==> config.mk <==
export PLATFORM = sky130hd
export DESIGN_NAME = index_row_grouper
export DESIGN_NICKNAME = d
export VERILOG_FILES = /design/src/rtl/index_row_grouper_pkg.sv /design/src/rtl/index_row_grouper_fifo.sv /design/src/rtl/index_row_grouper.sv
export SDC_FILE = /design/constraint.sdc
export NUM_CORES = 1
export LEC_CHECK = 0
export CAP_MARGIN = 20
export CORE_MARGIN = 1
export CORE_UTILIZATION = 40
export DETAILED_ROUTE_END_ITERATION = 12
export PLACE_DENSITY_LB_ADDON = 0.15
export SKIP_LAST_GASP = 1
export SLEW_MARGIN = 20
export SYNTH_ARGS = -nofsm -noshare
export SYNTH_HDL_FRONTEND = slang
export SYNTH_SLANG_ARGS = --single-unit
==> constraint.sdc <==
create_clock -name clk -period 12.2 [get_ports clk]
set_input_delay 3.05 -clock clk [delete_from_list [all_inputs] [get_ports clk]]
set_output_delay 3.05 -clock clk [all_outputs]
set_load 0.05 [all_outputs]
==> src/rtl/index_row_grouper_pkg.sv <==
// Shared sparse-matrix definitions: index width default, grouper state encoding
// and the log2 helper used to size FIFO pointers.
package index_row_grouper_pkg;

  localparam int INDEX_WIDTH_DEF = 32;

  typedef enum logic [1:0] {
    IDLE       = 2'd0,
    OPEN       = 2'd1,
    FLUSH_PEND = 2'd2
  } grp_state_t;

  // Ceiling log2; returns 0 for values of 1 or less.
  function automatic int clog2(input int value);
    int result;
    int remaining;
    result    = 0;
    remaining = value - 1;
    while (remaining > 0) begin
      result    = result + 1;
      remaining = remaining >> 1;
    end
    return result;
  endfunction

endpackage

==> src/rtl/index_row_grouper_fifo.sv <==
// Index FIFO: power-of-two ring buffer with a full-width occupancy count.
// The head word is shown combinationally and reads as zero while empty.
module index_fifo
  import index_row_grouper_pkg::*;
#(
  parameter int WIDTH = 64,
  parameter int DEPTH = 16,
  localparam int PTR_W = clog2(DEPTH),
  localparam int CW    = PTR_W + 1
) (
  input  logic             clk,
  input  logic             rst,
  input  logic             wr_en,
  input  logic [WIDTH-1:0] wr_data,
  input  logic             rd_en,
  output logic [WIDTH-1:0] rd_data,
  output logic             valid,
  output logic             full,
  output logic [CW-1:0]    count
);

  logic [WIDTH-1:0] mem [DEPTH];
  logic [PTR_W-1:0] wr_ptr;
  logic [PTR_W-1:0] rd_ptr;
  logic             wr_ok;
  logic             rd_ok;

  assign valid   = (count != '0);
  assign full    = (count == CW'(DEPTH));
  assign rd_ok   = rd_en && valid;
  // A write into a full buffer is only safe when the head leaves in the same cycle.
  assign wr_ok   = wr_en && (!full || rd_ok);
  assign rd_data = valid ? mem[rd_ptr] : '0;

  always_ff @(posedge clk) begin
    if (!rst) begin
      wr_ptr <= '0;
      rd_ptr <= '0;
      count  <= '0;
    end else begin
      if (wr_ok) wr_ptr <= wr_ptr + 1'b1;
      if (rd_ok) rd_ptr <= rd_ptr + 1'b1;
      count <= count + CW'(wr_ok) - CW'(rd_ok);
    end
  end

  always_ff @(posedge clk) begin
    if (rst && wr_ok) mem[wr_ptr] <= wr_data;
  end

endmodule

==> src/rtl/index_row_grouper.sv <==
// Buffers (row, col) pairs from the pattern decoder and groups them into rows,
// flagging row starts and reporting each closed row with its nonzero count.
module index_row_grouper
  import index_row_grouper_pkg::*;
#(
  parameter int INDEX_WIDTH = INDEX_WIDTH_DEF,
  parameter int DEPTH       = 16,
  parameter int SLACK       = 4
) (
  input  logic                   rst,
  input  logic                   clk,
  input  logic                   index_push,
  input  logic [INDEX_WIDTH-1:0] row,
  input  logic [INDEX_WIDTH-1:0] col,
  input  logic                   flush,
  output logic                   stall,
  output logic                   out_valid,
  input  logic                   out_ready,
  output logic [INDEX_WIDTH-1:0] out_row,
  output logic [INDEX_WIDTH-1:0] out_col,
  output logic                   out_row_start,
  output logic                   row_done,
  output logic [INDEX_WIDTH-1:0] done_row,
  output logic [INDEX_WIDTH-1:0] done_count,
  output logic                   overflow,
  output logic                   order_error
);

  localparam int PTR_W = clog2(DEPTH);
  localparam int CW    = PTR_W + 1;
  localparam logic [CW-1:0] STALL_AT = CW'(DEPTH - SLACK);

  grp_state_t             state;
  grp_state_t             state_next;
  logic                   have_row;
  logic                   have_row_next;
  logic                   flush_done;
  logic                   flush_done_next;
  logic                   drain_pending;
  logic [INDEX_WIDTH-1:0] cur_row;
  logic [INDEX_WIDTH-1:0] row_count;

  logic [2*INDEX_WIDTH-1:0] head;
  logic                     fifo_full;
  logic [CW-1:0]            fifo_count;
  logic [CW-1:0]            next_occ;
  logic                     pop;
  logic                     push_acc;
  logic                     new_row;
  logic                     row_change;

  index_fifo #(
    .WIDTH (2 * INDEX_WIDTH),
    .DEPTH (DEPTH)
  ) u_fifo (
    .clk     (clk),
    .rst     (rst),
    .wr_en   (index_push),
    .wr_data ({row, col}),
    .rd_en   (out_ready),
    .rd_data (head),
    .valid   (out_valid),
    .full    (fifo_full),
    .count   (fifo_count)
  );

  assign out_row  = head[2*INDEX_WIDTH-1:INDEX_WIDTH];
  assign out_col  = head[INDEX_WIDTH-1:0];
  assign pop      = out_valid && out_ready;
  assign push_acc = index_push && (!fifo_full || pop);
  assign next_occ = fifo_count + CW'(push_acc) - CW'(pop);

  assign new_row       = !have_row || (out_row != cur_row);
  assign out_row_start = out_valid && new_row;
  assign row_change    = pop && have_row && (out_row != cur_row);

  // A row closes either on the pop that starts a different row, or one cycle
  // after a flush has drained the FIFO; the two can never coincide because the
  // delayed pulse only fires after have_row has been cleared.
  assign row_done   = row_change || flush_done;
  assign done_row   = row_done ? cur_row   : '0;
  assign done_count = row_done ? row_count : '0;

  always_comb begin
    state_next      = state;
    have_row_next   = have_row;
    flush_done_next = 1'b0;
    drain_pending   = (state == FLUSH_PEND) || flush;
    if (drain_pending && (next_occ == '0)) begin
      flush_done_next = have_row || pop;
      have_row_next   = 1'b0;
      state_next      = IDLE;
    end else begin
      if (pop) have_row_next = 1'b1;
      if (drain_pending)      state_next = FLUSH_PEND;
      else if (have_row_next) state_next = OPEN;
      else                    state_next = IDLE;
    end
  end

  always_ff @(posedge clk) begin
    if (!rst) begin
      state      <= IDLE;
      have_row   <= 1'b0;
      flush_done <= 1'b0;
    end else begin
      state      <= state_next;
      have_row   <= have_row_next;
      flush_done <= flush_done_next;
    end
  end

  // cur_row and the count survive the return to IDLE so the delayed
  // flush pulse can still report them.
  always_ff @(posedge clk) begin
    if (!rst) begin
      cur_row     <= '0;
      row_count   <= '0;
      stall       <= 1'b0;
      overflow    <= 1'b0;
      order_error <= 1'b0;
    end else begin
      if (pop) begin
        if (new_row) begin
          cur_row   <= out_row;
          row_count <= INDEX_WIDTH'(1);
        end else begin
          row_count <= row_count + 1'b1;
        end
        if (have_row && (out_row < cur_row)) order_error <= 1'b1;
      end
      if (index_push && !push_acc) overflow <= 1'b1;
      stall <= (next_occ >= STALL_AT);
    end
  end

endmodule

Figure 1. Metal layers overlaid.
Only two layers are drawn.
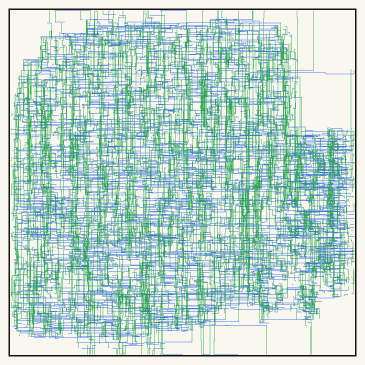
blue -> M1  # wire length 46.5 mm
green -> M2  # wire length 51.9 mm

Figure 2. Layout detail.
Window x 63 to 103, y 229 to 269 um. Cells in gray, sequential cells in the stronger gray; small squares are vias.
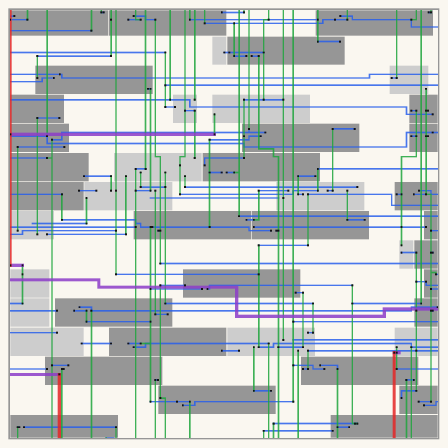
red -> M4
purple -> M3
blue -> M1
green -> M2
netlist names of flops here include = u_fifo.mem (20)
most frequent = edfxtp_1 (20), mux4_2 (5), clkbuf_16 (2)
sequential cells in the window = 20
cells with their middle in the window = 31

Figure 3. Sequential cells grouped by signal name.
Scale bar: 100 um.
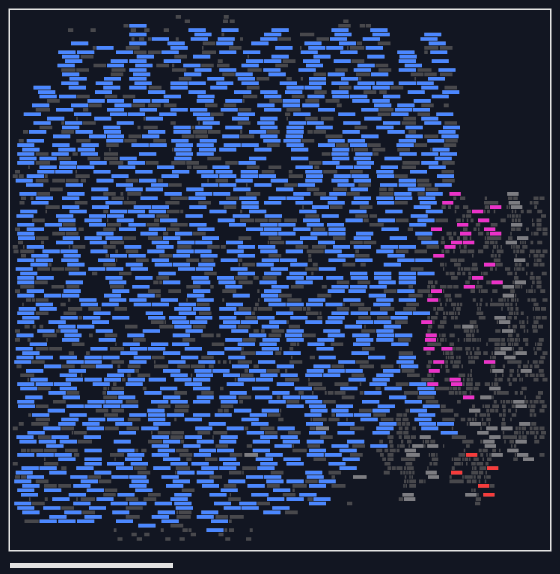
red -> u_fifo.count  # flops 5, where south-east
magenta -> cur_row  # flops 32, where east
blue -> u_fifo.mem  # flops 1024, where widely spread
not colored = 51

Figure 4. Clock nets.
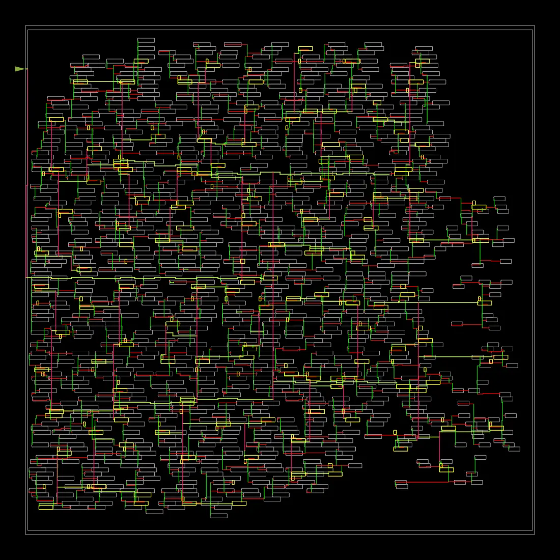
number of clock buffers inserted by TritonCTS: 116
largest clock skew in the final design: 30.0 ps
CLK BUF: 158

Figure 5. I/O nets highlighted.
Scale bar: 100 um.
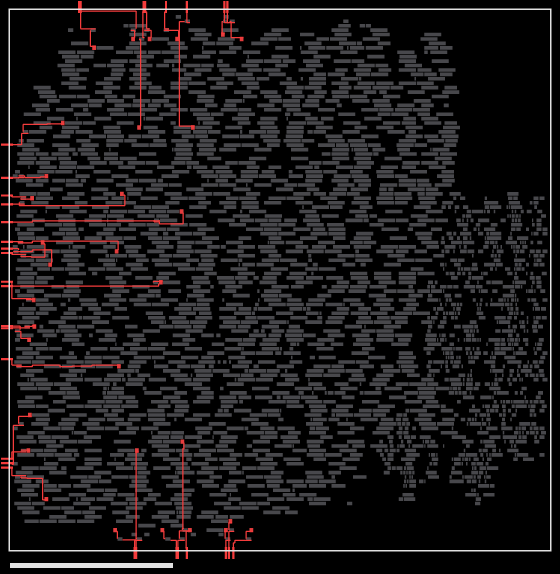
red -> out_col  # direction output, end cells 32, buffers 32, wire 1390 um

==> impl_metrics.json <==
{
  "hold_depth": 2,
  "post_dp_cell_area_um2": 47400,
  "end_kind": "output pin",
  "drv_slew": 0,
  "overall_die_area_um2": 110000,
  "synth_stat.cells": 2070,
  "layout.non_clock_buffers": 252,
  "first_iter_violations": 1790,
  "lay_top_cells": "sky130_fd_sc_hd__edfxtp_1, sky130_fd_sc_hd__mux4_2, sky130_fd_sc_hd__clkdlybuf4s50_1",
  "via_count": 21300,
  "synth.avg_cell_area_um2": 21.0,
  "globalplace.congestion": 0.828,
  "n_fill_cell": 8920,
  "criticalPathCategory": "reg -> out",
  "finalNonFillerCells": 3839,
  "layout_top_cell": "sky130_fd_sc_hd__edfxtp_1",
  "openroad.warnings": 31,
  "post_synth_and_or_nand_nor_area_fraction_pct": 3.68,
  "cts_root_buf": "sky130_fd_sc_hd__clkbuf_16",
  "number_of_global_route_vias_before_repair": 22500,
  "comb_area_um2": 10400,
  "drt-pass1-iter-count": 8,
  "fp-utilization_pct": 40.5,
  "arrival_ps": 6410,
  "vias_per_cell": 5.54,
  "timing.critical_path.mode_cell": "sky130_fd_sc_hd__buf_4",
  "ys_area_um2": 43600,
  "area.sequential_um2": 32500,
  "port-buffer-count": 202,
  "floorplan.tapcells": 1403,
  "globalRoute.totalOverflow": 0,
  "post_synthesis_share_of_cell_area_spent_on_and_or_and_or_and_gates_pct": 1.40,
  "place_ws_ps": 3360,
  "top_logic_kind": "multiplexers",
  "logic_gates": 800,
  "achievable-frequency_mhz": 106,
  "synth.area.mux_share_pct": 16.4,
  "worstSetupEndpoint": "done_count[2]",
  "syn-instance-count": 2070,
  "enable_flop_cells": 1024,
  "ys_async_sr_fraction_pct": 0,
  "finalInstanceArea_um2": 51000,
  "final_layout_size_suffix_gt1_share_pct": 22.7,
  "cts_tree": "yes",
  "routedWlPerCell_um": 27.8,
  "critical_path.max_stage_delay_ps": 730,
  "comb_area_share_pct": 20.5,
  "non_clock_buffer_area_share_pct": 4.77,
  "holdCritPathClass": "reg -> reg",
  "status": "complete, no violations",
  "drc": 0,
  "ant_nets": 0,
  "finalClockPeriodUsage_pct": 77.6,
  "grt.total_usage_pct": 19.4,
  "grt_pass1_wl_um": 156000,
  "flip_flop_and_latch_share_of_the_layout_cell_area_pct": 63.7,
  "nNetsFinal": 2448,
  "minimum_clock_period_ps": 9460,
  "clock_area_share_pct": 7.19,
  "drt-total-wl_um": 107000,
  "synth.cell_area_um2": 43600,
  "synth.cellmix.xorXnorShare_pct": 0.804,
  "ys_types": 50,
  "ctsHtreeMaxLevel": 3,
  "layout.area.top_class": "registers",
  "leakage_nw": 15.7,
  "place.detailed.instances": 3619,
  "yosys.stat.seqShare_pct": 74.6,
  "layout.sequential_cells": 1112,
  "numClockSinks": 1112,
  "cts_post_setup_buffers_inserted": 0,
  "die-height_um": 332,
  "crit_cells": 15,
  "cpMaxStageDelayCell": "sky130_fd_sc_hd__clkdlybuf4s50_1",
  "worst_r2r_path_depth": 14,
  "setup.reg_to_reg.worst_slack_ps": 7060,
  "rr_endpoint": "cur_row[10]$_SDFFE_PN0P_",
  "dominantRegCellSynth": "sky130_fd_sc_hd__edfxtp_1",
  "hold_end": "overflow$_SDFFE_PN0P_",
  "layout.non_clock_inverters": 52,
  "cp_max_fo": 65
}
[cells in the mapped netlist (25+ instances only)]
library cell | count | share of area [%]
sky130_fd_sc_hd__a21oi_1 | 25 | 0.29
sky130_fd_sc_hd__a22o_1 | 29 | 0.58
sky130_fd_sc_hd__and2_1 | 61 | 0.88
sky130_fd_sc_hd__buf_2 | 29 | 0.33
sky130_fd_sc_hd__clkbuf_1 | 44 | 0.38
sky130_fd_sc_hd__dfxtp_1 | 88 | 4.0
sky130_fd_sc_hd__edfxtp_1 | 1024 | 71
sky130_fd_sc_hd__ha_1 | 44 | 1.3
sky130_fd_sc_hd__inv_1 | 49 | 0.42
sky130_fd_sc_hd__mux4_2 | 313 | 16
sky130_fd_sc_hd__nand4_1 | 29 | 0.42
sky130_fd_sc_hd__nor2_1 | 105 | 0.90
sky130_fd_sc_hd__nor2b_1 | 37 | 0.53
sky130_fd_sc_hd__xor2_1 | 28 | 0.56
[per-layer routing]
metal / routed length (um) / part of all wire, % / global-route usage (%) / up-vias
li1: - / - / - / 9045
met1: 46500 / 44 / 27.0 / 11400
met2: 51900 / 49 / 32.1 / 614
met3: 6110 / 5.7 / 3.56 / 150
met4: 2020 / 1.9 / 4.27 / 10
met5: 53 / 0.050 / 0 / -
[power by group]
| group | internal, mW | switching (mW) | total [mW] |
|---|---|---|---|
| Combinational | 1.15 | 1.65 | 2.80 |
| Clock | 1.94 | 1.44 | 3.38 |
| Sequential | 4.25 | 0.0705 | 4.32 |
| Total | 7.34 | 3.17 | 10.5 |
[tightest hold or removal path, cell delays in order (launching register included)]
cell                      delay (ps)
sky130_fd_sc_hd__dfxtp_1         330
sky130_fd_sc_hd__a21oi_1          40
sky130_fd_sc_hd__nor2_1           70
